## src/rtl/decode_in_txn_capture.sv

```systemverilog
// decode_in_txn_capture: timestamped, opcode-filtered capture FIFO for the LC3 decode input bus
module decode_in_txn_capture #(
  parameter int INSTR_W    = 16,
  parameter int NPC_W      = 16,
  parameter int PSR_W      = 3,
  parameter int DEPTH      = 8,
  parameter int STAMP_W    = 16,
  parameter int QUALIFY    = 1,
  parameter int OVF_POLICY = 0
) (
  input  logic                       clock,
  input  logic                       reset,
  input  logic [INSTR_W-1:0]         instr_dout,
  input  logic [NPC_W-1:0]           npc_in,
  input  logic [PSR_W-1:0]           psr,
  input  logic                       enable_decode,
  input  logic                       capture_en,
  input  logic [15:0]                opcode_mask,
  input  logic                       clear_ovf,
  output logic                       txn_valid,
  input  logic                       txn_ready,
  output logic [INSTR_W-1:0]         txn_instr,
  output logic [NPC_W-1:0]           txn_npc,
  output logic [PSR_W-1:0]           txn_psr,
  output logic [STAMP_W-1:0]         txn_stamp,
  output logic [$clog2(DEPTH):0]     fifo_count,
  output logic                       overflow,
  output logic [7:0]                 drop_cnt,
  output logic [1:0]                 state
);
  localparam int PW = $clog2(DEPTH);
  localparam int CW = PW + 1;
  localparam int EW = INSTR_W + NPC_W + PSR_W + STAMP_W;
  typedef enum logic [1:0] {DISABLED = 2'd0, CAPTURING = 2'd1, DRAINING = 2'd2} state_t;
  state_t state_q, state_d;
  logic [PW-1:0] wr_q, wr_d, rd_q, rd_d;
  logic [CW-1:0] count_q, count_d;
  logic [STAMP_W-1:0] stamp_q, stamp_d;
  logic ovf_q, ovf_d;
  logic [7:0] drop_q, drop_d;
  logic [EW-1:0] mem_q [DEPTH];
  logic [3:0] opcode;
  logic push, pop, full, ovf_evt, accept, rd_adv;
  assign opcode  = instr_dout[INSTR_W-1 -: 4];
  assign full    = count_q == CW'(DEPTH);
  assign push    = state_q == CAPTURING && (QUALIFY == 0 || enable_decode) && opcode_mask[opcode];
  assign pop     = txn_valid && txn_ready;
  // a full FIFO that gets a push without a simultaneous pop loses one entry
  assign ovf_evt = push && full && !pop;
  assign accept  = push && (!full || pop || OVF_POLICY == 1);
  assign rd_adv  = pop || (ovf_evt && OVF_POLICY == 1);
  // next-state for pointers, occupancy, timestamp, overflow bookkeeping and FSM
  always_comb begin
    wr_d    = wr_q + PW'(accept);
    rd_d    = rd_q + PW'(rd_adv);
    count_d = count_q + CW'(accept) - CW'(rd_adv);
    stamp_d = stamp_q + 1'b1;
    ovf_d   = ovf_evt ? 1'b1 : clear_ovf ? 1'b0 : ovf_q;
    drop_d  = ovf_evt ? (clear_ovf ? 8'd1 : (&drop_q ? drop_q : drop_q + 8'd1)) : clear_ovf ? 8'd0 : drop_q;
    state_d = state_q;
    case (state_q)
      DISABLED:  state_d = capture_en ? CAPTURING : DISABLED;
      CAPTURING: state_d = capture_en ? CAPTURING : (|count_q ? DRAINING : DISABLED);
      DRAINING:  state_d = capture_en ? CAPTURING : (|count_q ? DRAINING : DISABLED);
      default:   state_d = DISABLED;
    endcase
  end
  // control registers, cleared asynchronously so a reset discards queued entries at once
  always_ff @(posedge clock or negedge reset) begin
    if (!reset) begin
      state_q <= DISABLED;
      wr_q    <= '0;
      rd_q    <= '0;
      count_q <= '0;
      stamp_q <= '0;
      ovf_q   <= 1'b0;
      drop_q  <= '0;
    end else begin
      state_q <= state_d;
      wr_q    <= wr_d;
      rd_q    <= rd_d;
      count_q <= count_d;
      stamp_q <= stamp_d;
      ovf_q   <= ovf_d;
      drop_q  <= drop_d;
    end
  end
  // entry storage; contents are only observable through a nonzero count
  always_ff @(posedge clock) begin
    if (accept) mem_q[wr_q] <= {instr_dout, npc_in, psr, stamp_q};
  end
  assign txn_valid  = |count_q;
  assign {txn_instr, txn_npc, txn_psr, txn_stamp} = txn_valid ? mem_q[rd_q] : '0;
  assign fifo_count = count_q;
  assign overflow   = ovf_q;
  assign drop_cnt   = drop_q;
  assign state      = state_q;
endmodule

```

## config.mk

```make
export PLATFORM = sky130hd
export DESIGN_NAME = decode_in_txn_capture
export DESIGN_NICKNAME = d
export VERILOG_FILES = /design/src/rtl/decode_in_txn_capture.sv
export SDC_FILE = /design/constraint.sdc
export NUM_CORES = 1
export LEC_CHECK = 0
export CORE_MARGIN = 2
export CORE_UTILIZATION = 53
export DETAILED_ROUTE_END_ITERATION = 10
export MAX_ROUTING_LAYER = met4
export PLACE_DENSITY_LB_ADDON = 0.08
export SYNTH_ARGS = -nofsm -noshare
export SYNTH_HDL_FRONTEND = slang
export SYNTH_SLANG_ARGS = --single-unit
```

## constraint.sdc

```tcl
create_clock -name clock -period 7.1 [get_ports clock]
set_input_delay 1.775 -clock clock [delete_from_list [all_inputs] [get_ports clock]]
set_output_delay 1.775 -clock clock [all_outputs]
set_load 0.01 [all_outputs]
```

==> results.py, run 1 <==
# Metrics from the implementation run
metrics = {
    "run_status": {
        "outcome": "finished clean",
    },
    "detailed_routing": {
        "routed_wl_um": 33270,
        "vias": 8371,
        "wire_per_inst_um": 22.88,
        "drt_first_pass_iters": 5,
        "first_iter_violations": 620,
        "ant_nets": 0,
        "viasPerCell": 5.757,
    },
    "flow_run": {
        "cap_violations": 0,
        "warning_count": 29,
    },
    "grt": {
        "grt_pass1_vias": 8864,
        "grt_max_degree": 77,
        "grt_pass1_wl_um": 51240,
        "track_usage": 0.2075,
        "antenna_found_initial": 0,
        "overflow": 0,
    },
    "power_and_ir_drop": {
        "comb_power_share": 0.253,
        "seq_power_share": 0.445,
        "power_leader": "registers",
        "powerComb_uw": 1880,
        "ir_drop_uv": 239.0,
        "p_leak_uw": 0.007025,
        "powerDensity_nw_per_um2": 359.7,
        "p_sw_frac": 0.2693,
        "p_switching_uw": 1995,
        "total_power_uw": 7409,
        "powerClk_uw": 2230,
        "pwr-share-clk": 0.301,
        "power.internal_uw": 5413,
        "p_seq_uw": 3300,
    },
    "setup_path": {
        "cpPeakStageDelay_ns": 1.15,
        "r2r_setup_slack_ns": 3.90,
        "crit_chain": "buf_4, mux4_2, mux2i_1, nor2_1, clkdlybuf4s50_1",
        "path_max_fanout": 55,
        "path_class": "register to output pin",
        "ff2ff_path_depth": 8,
        "arrival_ns": 3.50,
        "r2r-start": "state[1]",
        "startpoint_type": "register",
        "slowest_stage": "dfrtp_4",
        "cp.buffers_inverters": 2,
        "r2r-end": "mem_q[5][5]",
        "setup.worst_path.end": "txn_stamp[1]",
        "crit_family": "flip-flops",
        "cp.depth": 5,
        "cp-startpoint": "rd_q[0]",
        "cp-end-kind": "output pin",
        "required_ns": 5.33,
    },
    "clock_network": {
        "root_buffer": "clkbuf_16",
        "postCtsSetupBuffers": 0,
        "cts_buffers": 44,
        "clock_latency_ns": 0.53,
        "post_cts_resized": 0,
        "clockBufferDepth": 3,
        "htreeDepth": 2,
        "cts.sinks": 445,
        "clkTransAtPathRegs_ns": 0.06,
        "hold_buffers": 0,
    },
    "synth": {
        "syn_nets": 903,
        "yosysWarnings": 0,
        "ys_seq_share": 0.7600,
        "synthesis.area_um2": 17340,
        "most_common_cell": "edfxtp_1",
        "syn_inst": 831,
        "avgSynthCellArea_um2": 20.87,
        "common_cells": "edfxtp_1 (408), mux4_2 (102), nor2_1 (63)",
        "edf_count": 408,
        "top_area_cell": "edfxtp_1",
        "synth_flops": 445,
        "synth_cell_type_count": 43,
        "synth_chip_area_um2": 17340,
        "ys_top_cells_by_area": "edfxtp_1 (71%), mux4_2 (13%), dfrtp_1 (5.3%), mux2i_1 (3.3%), nor2_1 (1.4%)",
        "synth.top_cell.area_share": 0.7066,
        "async_flop_share": 0.08315,
        "ys_cells": 831,
    },
    "sta": {
        "hold_viol_final": 0,
        "fmax_mhz": 189.7,
        "fin_skew_ns": 0.01564,
        "setup_ws_ns": 1.830,
        "final-setup-viol-count": 0,
        "period_minus_slack_ns": 5.270,
        "period_used_share": 0.7423,
        "tightest_slew_ns": 1.170,
        "fin_tns_setup_ns": 0,
        "rsz0062_at_grt": "no",
        "slew_headroom": 0.2198,
        "hold-worst-slack_ns": 0.5302,
        "slew_viol_final": 0,
    },
    "final_layout": {
        "drive_gt1_frac": 0.1907,
        "n_antenna_cell": 0,
        "fillers": 2221,
        "fin_nets": 1051,
        "area_growth_pct": 18.79,
        "postLayoutCellArea_um2": 20600,
        "fin_util": 0.6363,
        "instances_no_fill": 1454,
    },
    "place": {
        "placed_cell_area_um2": 19200,
        "dpl.cell_count": 1375,
        "place_ws_ns": 1.763,
        "hpwl_um": 18450,
        "port_buffers": 123,
        "place_congestion": 0.8029,
    },
    "min_path": {
        "holdPathStages": 2,
        "min_to": "overflow",
        "worstHoldPathType": "register to register",
        "hp-start": "overflow",
    },
    "floorplan": {
        "coreArea_um2": 32370,
        "io_pins": 124,
        "core.rowCount": 66,
        "chipArea_um2": 34180,
        "die_x_um": 184.9,
        "die_h_um": 184.9,
    },
}
-- run 1: state kept, by name, summed over array words and instances (netlist names) --
name        flops
wr_q            3
overflow        1
stamp_q        16
state           2
mem_q         408
drop_cnt        8
fifo_count      4
rd_q            3
-- run 1: kinds of logic (layout without fill, tap and decap cells) --
group	Yosys count	after routing	synth area share
buf+inv	47	228	0.01119
simple gates	118	118	0.03175
mux	161	161	0.1666
compound gates	27	27	0.01010
fa+ha+maj	15	15	0.01126
flops	445	445	0.7600
xor+xnor	18	18	0.009092
-- run 1: final cells by class --
type                    instances  area (um^2)  share of cell area
flip-flops and latches        445        13190              0.6403
multi-input cells             339         4026              0.1955
repair buffers                139         1396             0.06779
clock buffers                  61         1206             0.05856
well taps                     442        553.0             0.02685
clock inverters                18        188.9            0.009173
inverters                      10        37.54            0.001822
-- run 1: layer usage --
metal | GRT usage | share of wire | vias to the layer above
met2 | 0.3347 | 0.50 | 259
met3 | 0.02812 | 0.046 | 39
met4 | 0.04730 | 0.012 | 0
met5 | - | 0 | -
li1 | - | - | 3673
met1 | 0.2874 | 0.44 | 4400
-- run 1: layout by cell type, fill, tap and decap left out, types with 3 or more instances in the layout --
cell type / instances
clkbuf_1: 14
xor2_1: 6
clkinv_1: 8
nand2_1: 12
clkinv_2: 3
bufinv_16: 4
clkdlybuf4s50_1: 122
clkbuf_16: 45
o21ai_0: 5
buf_12: 4
nor2_1: 60
a21oi_1: 8
nand2b_1: 4
nor2_4: 3
or3_1: 5
xnor2_1: 12
o21ai_1: 3
mux2i_1: 58
dfrtp_1: 34
nor3_2: 4
mux4_2: 102
nand3_1: 10
and3_1: 4
dfrtp_4: 3
ha_1: 14
buf_4: 12
edfxtp_1: 408
inv_1: 10
Figure 1. Metal 2 (run 1).
Bar = 50 um.
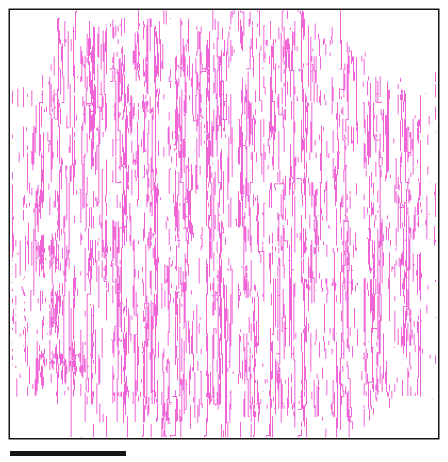
The layer holds 50% of the routed length. 950 nets have wire on it.

Figure 2. Wiring by layer (run 1).
Two of the layers only.
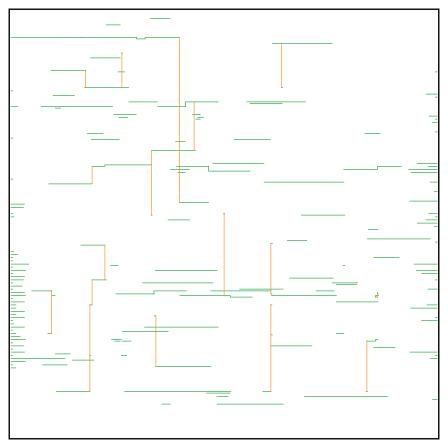
Key: met3 = green [wire length 1540 um]; met4 = orange [wire length 391 um]

Figure 3. Register map, names as in the netlist (run 1).
Other sequential cells in the stronger grey, the rest of the logic in the fainter grey.
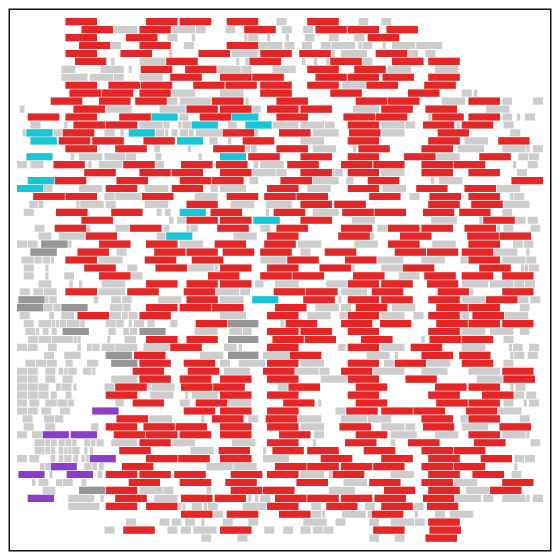
Key: mem_q = red [placed flops 408, where widely spread]; stamp_q = cyan [placed flops 16]; drop_cnt = purple [placed flops 8, where lower left]

Figure 4. Placed standard cells (run 1).
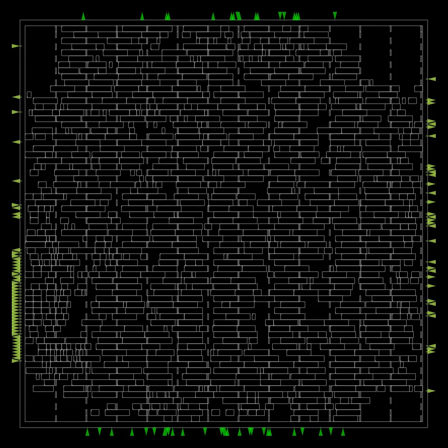

==> inputs of run 2 (changes only) <==
==> constraint.sdc (replaced) <==
create_clock -name clock -period 4.3 [get_ports clock]
set_input_delay 1.075 -clock clock [delete_from_list [all_inputs] [get_ports clock]]
set_output_delay 1.075 -clock clock [all_outputs]
set_load 0.01 [all_outputs]
Figure 5. Placed standard cells (run 2).
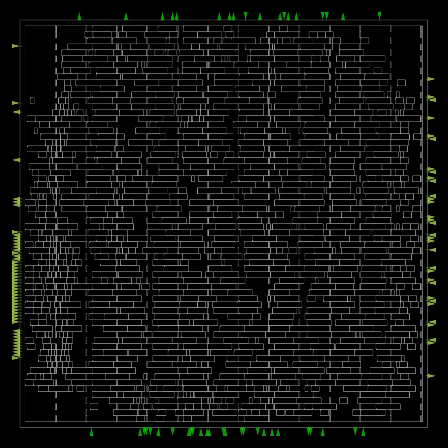
Tapcells: 442
seq_cells: 445

Figure 6. Metal 2 (run 2).
Bar = 50 um.
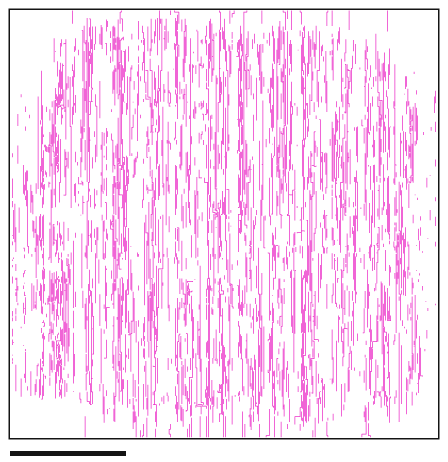
The layer carries 16600 um of wire. The wires run mostly vertical.

==> run 2 against run 1 <==
Net effect: sequential share of layout area decreased by 0.75 points; first-iteration DRC count decreased by 6.5%; register-to-register slack worse by 2.7 ns; critical endpoint is now txn_stamp[4]; clock power up about 70%; critical path depth did not move; via count shrank 0.36%; critical path type unchanged; clock skew is essentially flat; synthesized cell count unchanged; final cell count up 0.69%.
==> results.py, run 2 <==
# Metrics from the implementation run
metrics = {
    "grt": {
        "overflow": 0,
        "grt_pass1_wl_um": 51240,
        "antenna_found_initial": 0,
        "grt_max_degree": 56,
        "grt_pass1_vias": 8965,
        "track_usage": 0.2070,
    },
    "floorplan": {
        "io_pins": 124,
        "coreArea_um2": 32370,
        "chipArea_um2": 34180,
        "fp_util": 0.5356,
        "core.rowCount": 66,
        "die_h_um": 184.9,
        "die_x_um": 184.9,
    },
    "clock_network": {
        "cts_tree": "built",
        "htreeDepth": 2,
        "hold_buffers": 0,
        "root_buffer": "clkbuf_16",
        "postCtsSetupBuffers": 0,
        "clockBufferDepth": 3,
        "clkTransAtPathRegs_ns": 0.06,
        "cts_buffers": 45,
        "cts.sinks": 445,
        "post_cts_resized": 0,
        "clock_latency_ns": 0.52,
    },
    "final_layout": {
        "instances_no_fill": 1464,
        "n_antenna_cell": 0,
        "final_layout_top_logic_cells": "edfxtp_1 (408), clkdlybuf4s50_1 (122), mux4_2 (102)",
        "largest_register_ffs": 408,
        "fillers": 2215,
        "lay_top_count": "edfxtp_1",
        "fin_nets": 1062,
        "fin_util": 0.6438,
        "postLayoutCellArea_um2": 20840,
        "drive_gt1_frac": 0.2006,
        "area_growth_pct": 20.20,
        "max_flop_register": "mem_q",
    },
    "synth": {
        "synth_chip_area_um2": 17340,
        "synth.top_cell.area_share": 0.7066,
        "common_cells": "edfxtp_1 (408), mux4_2 (102), nor2_1 (63)",
        "synthesis.area_um2": 17340,
        "synth-main-ff-cell": "edfxtp_1",
        "ys_seq_share": 0.7600,
        "top_area_cell": "edfxtp_1",
        "synth_flops": 445,
        "most_common_cell": "edfxtp_1",
        "syn_inst": 831,
        "yosysWarnings": 0,
        "avgSynthCellArea_um2": 20.87,
        "ys_cells": 831,
        "syn_nets": 903,
        "ys_top_cells_by_area": "edfxtp_1 (71%), mux4_2 (13%), dfrtp_1 (5.3%), mux2i_1 (3.3%), nor2_1 (1.4%)",
        "edf_count": 408,
        "synth_cell_type_count": 43,
        "async_flop_share": 0.08315,
    },
    "setup_path": {
        "slowest_stage": "dfrtp_4",
        "cp-end-kind": "output pin",
        "path_max_fanout": 33,
        "cp-startpoint": "rd_q[0]",
        "cpPeakStageDelay_ns": 0.73,
        "cp.buffers_inverters": 2,
        "required_ns": 3.22,
        "crit_family": "buffers and inverters",
        "crit_chain": "buf_12, mux4_2, mux2i_1, nor2_1, clkdlybuf4s50_1",
        "r2r-start": "fifo_count[2]",
        "startpoint_type": "register",
        "arrival_ns": 3.03,
        "path_class": "register to output pin",
    },
    "sta": {
        "fin_tns_setup_ns": 0,
        "hold-worst-slack_ns": 0.5290,
        "slew_headroom": 0.3884,
        "setup_ws_ns": 0.1951,
        "period_minus_slack_ns": 4.105,
        "rsz0062_at_grt": "no",
        "fmax_mhz": 243.6,
        "hold_viol_final": 0,
        "slew_viol_final": 0,
        "final-setup-viol-count": 0,
        "fin_skew_ns": 0.01594,
        "tightest_slew_ns": 0.9174,
        "period_used_share": 0.9546,
    },
    "place": {
        "port_buffers": 123,
        "place_ws_ns": 0.2318,
        "place_congestion": 0.8453,
        "placed_cell_area_um2": 19400,
        "hpwl_um": 19230,
        "dpl.cell_count": 1385,
    },
    "power_and_ir_drop": {
        "total_power_uw": 12410,
        "powerDensity_nw_per_um2": 595.5,
        "ir_drop_uv": 309.5,
        "p_leak_uw": 0.007148,
    },
    "run_status": {
        "outcome": "finished clean",
    },
    "detailed_routing": {
        "first_iter_violations": 580,
        "ant_nets": 0,
        "viasPerCell": 5.697,
        "routed_wl_um": 32880,
        "wire_per_inst_um": 22.46,
        "drc_errors": 0,
        "drt_first_pass_iters": 4,
        "vias": 8341,
    },
    "min_path": {
        "worstHoldPathType": "register to register",
        "hp-start": "overflow",
    },
    "flow_run": {
        "warning_count": 30,
        "cap_violations": 0,
    },
}
==> run 2: worst register-to-register path: cells and delay by family, from the launching register on <==
| kind | cells | cell delay (ns) |
|---|---|---|
| buffers and inverters | 3 | 0.59 |
| and+or+nand+nor | 3 | 0.94 |
| AOI/OAI and AO/OA | 1 | 0.12 |
| adders and majority gates | 3 | 0.77 |
| xor gates and xnor gates | 1 | 0.17 |
| DFF | 1 | 0.38 |
==> run 2: path summary, 6_finish.rpt <==
kind	slack, ns	cells after the start	to
min in group asynchronous	0.68	1	stamp_q[2]
max reg2reg	1.21	11	fifo_count[2]
min	0.53	2	overflow
max	0.20	5	txn_stamp[4]
min reg2reg	0.53	2	overflow
max in group asynchronous	2.94	1	rd_q[0]
==> run 2: routing by layer <==
metal	part of all wire	vias up	GRT usage
li1	-	3693	-
met1	0.43	4360	0.2827
met2	0.50	247	0.3395
met3	0.051	41	0.02969
met4	0.014	0	0.04254
met5	0	-	-
==> run 2: report_power, final <==
group	switching (uW)	internal, uW	total, uW
Clock	1500	2290	3790
Sequential	376	4900	5280
Combinational	1440	1910	3350
==> run 2: area by class of cell <==
type	count	area, um^2	area share
Clock buffer	55	1174	0.05631
Clock inverter	24	265.3	0.01273
Inverter	10	37.54	0.001801
Multi-Input combinational cell	339	4051	0.1944
Sequential cell	445	13190	0.6328
Tap cell	442	553.0	0.02654
Timing Repair Buffer	149	1572	0.07540
==> run 2: cells by family after synthesis <==
kind of cell / Yosys count / synth area share
compound gates: 27 / 0.01010
flops: 445 / 0.7600
fa+ha+maj: 15 / 0.01126
buf+inv: 47 / 0.01119
simple gates: 118 / 0.03175
mux: 161 / 0.1666
xor+xnor: 18 / 0.009092
Power figures rest on the tool's default switching activity, not on a simulated workload.
